$ cat config.mk
export PLATFORM = sky130hd
export DESIGN_NAME = fetch_unit
export DESIGN_NICKNAME = d
export VERILOG_FILES = /design/src/rtl/fetch_unit.sv
export SDC_FILE = /design/constraint.sdc
export NUM_CORES = 1
export LEC_CHECK = 0
export CAP_MARGIN = 20
export CELL_PAD_IN_SITES_DETAIL_PLACEMENT = 0
export CELL_PAD_IN_SITES_GLOBAL_PLACEMENT = 1
export CORE_MARGIN = 2
export CORE_UTILIZATION = 25
export CTS_CLUSTER_SIZE = 8
export DETAILED_ROUTE_END_ITERATION = 10
export PLACE_DENSITY = 0.61
export SYNTH_ARGS = -nofsm -noshare
export SYNTH_HDL_FRONTEND = slang
export SYNTH_SLANG_ARGS = --single-unit
$ cat constraint.sdc
create_clock -name clk -period 2.19 [get_ports clk]
set_input_delay 0.219 -clock clk [delete_from_list [all_inputs] [get_ports clk]]
set_output_delay 0.219 -clock clk [all_outputs]
set_load 0.02 [all_outputs]
$ cat src/rtl/fetch_unit.sv
// Instruction fetch stage: owns the fetch PC, issues single-outstanding word reads
// and buffers returned words in a 2-entry prefetch FIFO presented to the decoder.
module fetch_unit #(
  parameter logic [15:0] RESET_PC = 16'h0000
) (
  input  logic        clk,
  input  logic        rst_n,
  output logic        mem_req,
  output logic [15:0] mem_addr,
  input  logic        mem_ack,
  input  logic [15:0] mem_data,
  output logic [15:0] instr,
  output logic [15:0] instr_pc,
  output logic        instr_valid,
  input  logic        instr_take,
  input  logic        pc_ie,
  input  logic [15:0] pc_in
);

  typedef enum logic [1:0] {
    S_IDLE    = 2'd0,
    S_REQ     = 2'd1,
    S_DISCARD = 2'd2
  } state_e;

  state_e      state_q, state_d;
  logic [15:0] fetch_pc_q, fetch_pc_d;
  logic [15:0] addr_q, addr_d;
  logic [1:0]  count_q, count_d;
  logic [15:0] head_pc_q, head_pc_d;
  logic [15:0] head_word_q, head_word_d;
  logic [15:0] tail_pc_q, tail_pc_d;
  logic [15:0] tail_word_q, tail_word_d;

  logic pop_s;
  logic redir_s;
  logic push_s;

  assign pop_s   = instr_take && (count_q != 2'd0);
  assign redir_s = pop_s && pc_ie;
  // A word acked in the redirect cycle belongs to the abandoned stream.
  assign push_s  = (state_q == S_REQ) && mem_ack && !redir_s;

  assign mem_req     = (state_q != S_IDLE);
  assign mem_addr    = addr_q;
  assign instr_valid = (count_q != 2'd0);
  assign instr       = (count_q != 2'd0) ? head_word_q : 16'h0000;
  assign instr_pc    = (count_q != 2'd0) ? head_pc_q   : 16'h0000;

  always_comb begin
    count_d     = count_q;
    fetch_pc_d  = fetch_pc_q;
    head_pc_d   = head_pc_q;
    head_word_d = head_word_q;
    tail_pc_d   = tail_pc_q;
    tail_word_d = tail_word_q;

    if (redir_s) begin
      count_d    = 2'd0;
      fetch_pc_d = pc_in;
    end else begin
      if (push_s && !pop_s) begin
        count_d = count_q + 2'd1;
      end else if (!push_s && pop_s) begin
        count_d = count_q - 2'd1;
      end else begin
        count_d = count_q;
      end
      if (push_s) begin
        fetch_pc_d = fetch_pc_q + 16'd1;
      end else begin
        fetch_pc_d = fetch_pc_q;
      end
    end

    if (pop_s && !redir_s) begin
      head_pc_d   = tail_pc_q;
      head_word_d = tail_word_q;
    end else begin
      head_pc_d   = head_pc_q;
      head_word_d = head_word_q;
    end

    // Space rule guarantees count <= 1 at any push, so a push lands in head or tail.
    if (push_s) begin
      if ((count_q == 2'd0) || pop_s) begin
        head_pc_d   = fetch_pc_q;
        head_word_d = mem_data;
      end else begin
        tail_pc_d   = fetch_pc_q;
        tail_word_d = mem_data;
      end
    end else begin
      tail_pc_d   = tail_pc_q;
      tail_word_d = tail_word_q;
    end
  end

  always_comb begin
    state_d = state_q;
    addr_d  = addr_q;
    case (state_q)
      S_IDLE: begin
        if (count_d < 2'd2) begin
          state_d = S_REQ;
          addr_d  = fetch_pc_d;
        end else begin
          state_d = S_IDLE;
        end
      end
      S_REQ: begin
        if (mem_ack) begin
          if (count_d < 2'd2) begin
            state_d = S_REQ;
            addr_d  = fetch_pc_d;
          end else begin
            state_d = S_IDLE;
          end
        end else if (redir_s) begin
          state_d = S_DISCARD;
        end else begin
          state_d = S_REQ;
        end
      end
      S_DISCARD: begin
        // The stale word is dropped; FIFO is empty so a new request always fits.
        if (mem_ack) begin
          state_d = S_REQ;
          addr_d  = fetch_pc_d;
        end else begin
          state_d = S_DISCARD;
        end
      end
      default: begin
        state_d = S_IDLE;
        addr_d  = fetch_pc_d;
      end
    endcase
  end

  always_ff @(posedge clk or negedge rst_n) begin
    if (!rst_n) begin
      state_q     <= S_IDLE;
      fetch_pc_q  <= RESET_PC;
      addr_q      <= RESET_PC;
      count_q     <= 2'd0;
      head_pc_q   <= 16'h0000;
      head_word_q <= 16'h0000;
      tail_pc_q   <= 16'h0000;
      tail_word_q <= 16'h0000;
    end else begin
      state_q     <= state_d;
      fetch_pc_q  <= fetch_pc_d;
      addr_q      <= addr_d;
      count_q     <= count_d;
      head_pc_q   <= head_pc_d;
      head_word_q <= head_word_d;
      tail_pc_q   <= tail_pc_d;
      tail_word_q <= tail_word_d;
    end
  end

endmodule

**Cell area per tile**

Scale: 2 px per µm. 14 x 14 tiles, from dark purple (low) to yellow (high), 0 to 100% covered.
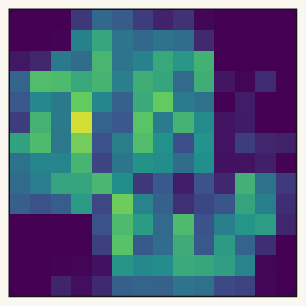
tiles over 75% full: 2.6%
densest ninth of the die: left middle
mean over tiles: 30%
emptiest ninth of the die: top right
nearly empty tiles: 24%
Finished Core Util: 33.85%
core outline area: 0.01883 mm²
core utilization at floorplan: 25.60%

**Drive-strength map**

Scale: 3 px per µm.
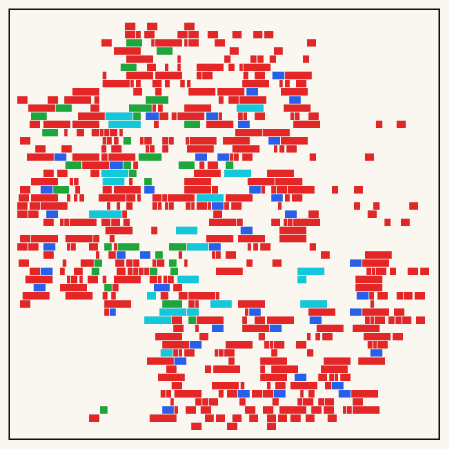
| color | size | cells | share |
|---|---|---|---|
| blue | x2 | 43 | 8.2% |
| cyan | x6 and larger | 20 | 3.8% |
| green | x3 and x4 | 32 | 6.1% |
| red | x1 and smaller | 427 | 82% |

**Wires at chosen ports, followed through buffers**

Scale: 2 px per µm.
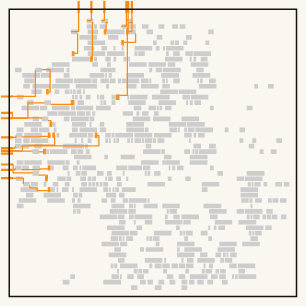
| color | port | bits | direction | end cells | wire |
|---|---|---|---|---|---|
| orange | pc_in | 16 | input | 16 | 414 µm |

**Selected gate families**

Scale: 3 px per µm.
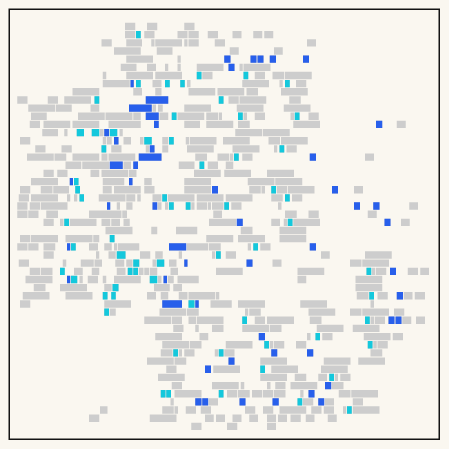
| color | family | cells |
|---|---|---|
| blue | nor cells | 54 |
| cyan | aoi and oai cells | 65 |

**Clock wiring as the flow saved it**

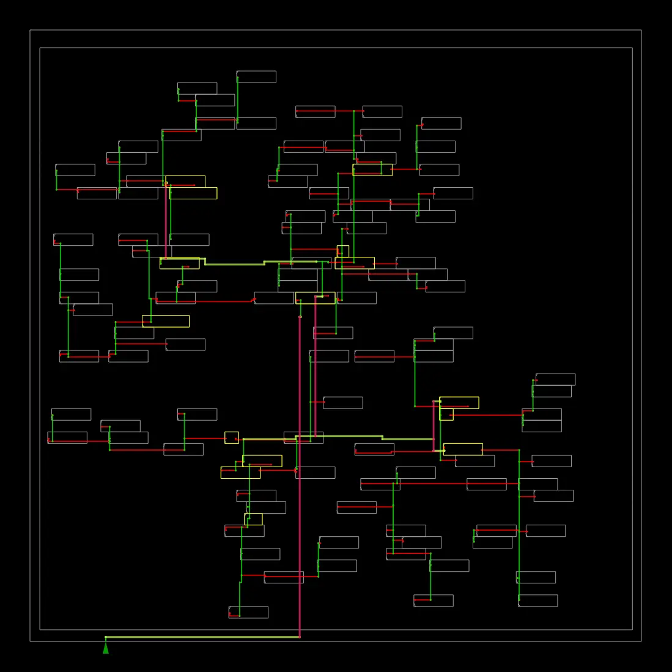
clock network power consumption: 1730 µW
clk_lat worst skew: 0.34 ns
number of clock buffers in the layout: 9

==> run notes <==
Entry: Yosys synthesis followed by OpenROAD place and route.

Final timing:
- The run puts the share of the cycle needed by the critical path after routing at 91.27%.
- The run puts the smallest hold slack at 0.3606 ns.
- The run gives the clock skew after layout as 0.007530 ns.
- The run gives the pin slew with the least headroom to its limit as 0.4477 ns.
- The run gives the time the worst path needs with I/O delays and setup as 1.999 ns.

Cells and area:
- The run gives the largest cell class by area as flip-flops and latches.
- The run puts the fraction of area in non-clock buffers at 16.37%.
- The post-route netlist has 18.20% of its cells at a drive strength greater than 1.
- The run gives the multi-input logic portion of the cell area as 33.80%.
- The run gives the buffer count excluding the clock tree in the final layout as 107.
- The run gives the layout-stage area growth over the synthesis result as 32.21%.

Run:
- The run gives the tally of OpenROAD warnings as 26.

Worst setup path:
- The run gives the category of cells accounting for the largest share of critical-path delay as AND-OR/OR-AND gates.
- For the worst reg-to-reg path, the startpoint reported by OpenROAD is count_q[1].
- In this run the number of cells on the critical path is 8.
- The worst setup path is captured at a flop.
- The worst setup path is of the reg2reg kind.

Power:
- The run puts the net switching power of the design at 3476 µW.
- The run gives the combinational share of power as 45.2%.
- The run gives the share of total power in sequential cells as 36.1%.
- The run puts the maximum vdd drop at 0.0005869 V.
- In the power breakdown, the internal column shows 5759 µW.

Logic synthesis:
- The run puts the fraction of synthesis flops using an asynchronous set or reset pin at 100.0%.
- The run puts the multiplexer area fraction after synthesis at 18.38%.
- The run puts the distinct cell type count after synthesis at 37.
- The run gives the average cell area after synthesis as 11.26 µm².
- After synthesis, the largest family of logic cells by area is multiplexers.
- The run gives the leading register cell type out of synthesis as dfrtp_1.

Global routing:
- The run puts the global-route congestion overflow total at 0.
- The run puts the routing usage on met1 at 17.17%.

Status:
- The run finished with clean final reports.

Detailed routing:
- The run gives the number of design rule violations left after detail routing as 0.
- The detailed router placed 3380 vias in this run.

Place:
- The run puts the number of port buffers at 86.
- The run gives the last weighted congestion value of the routability-driven placer as 0.7802.

CTS:
- Per the CTS log, the root buffer master is clkbuf_16.
- The run puts the maximum level of the CTS H-tree at 3.
Power and IR drop assume default switching activity.
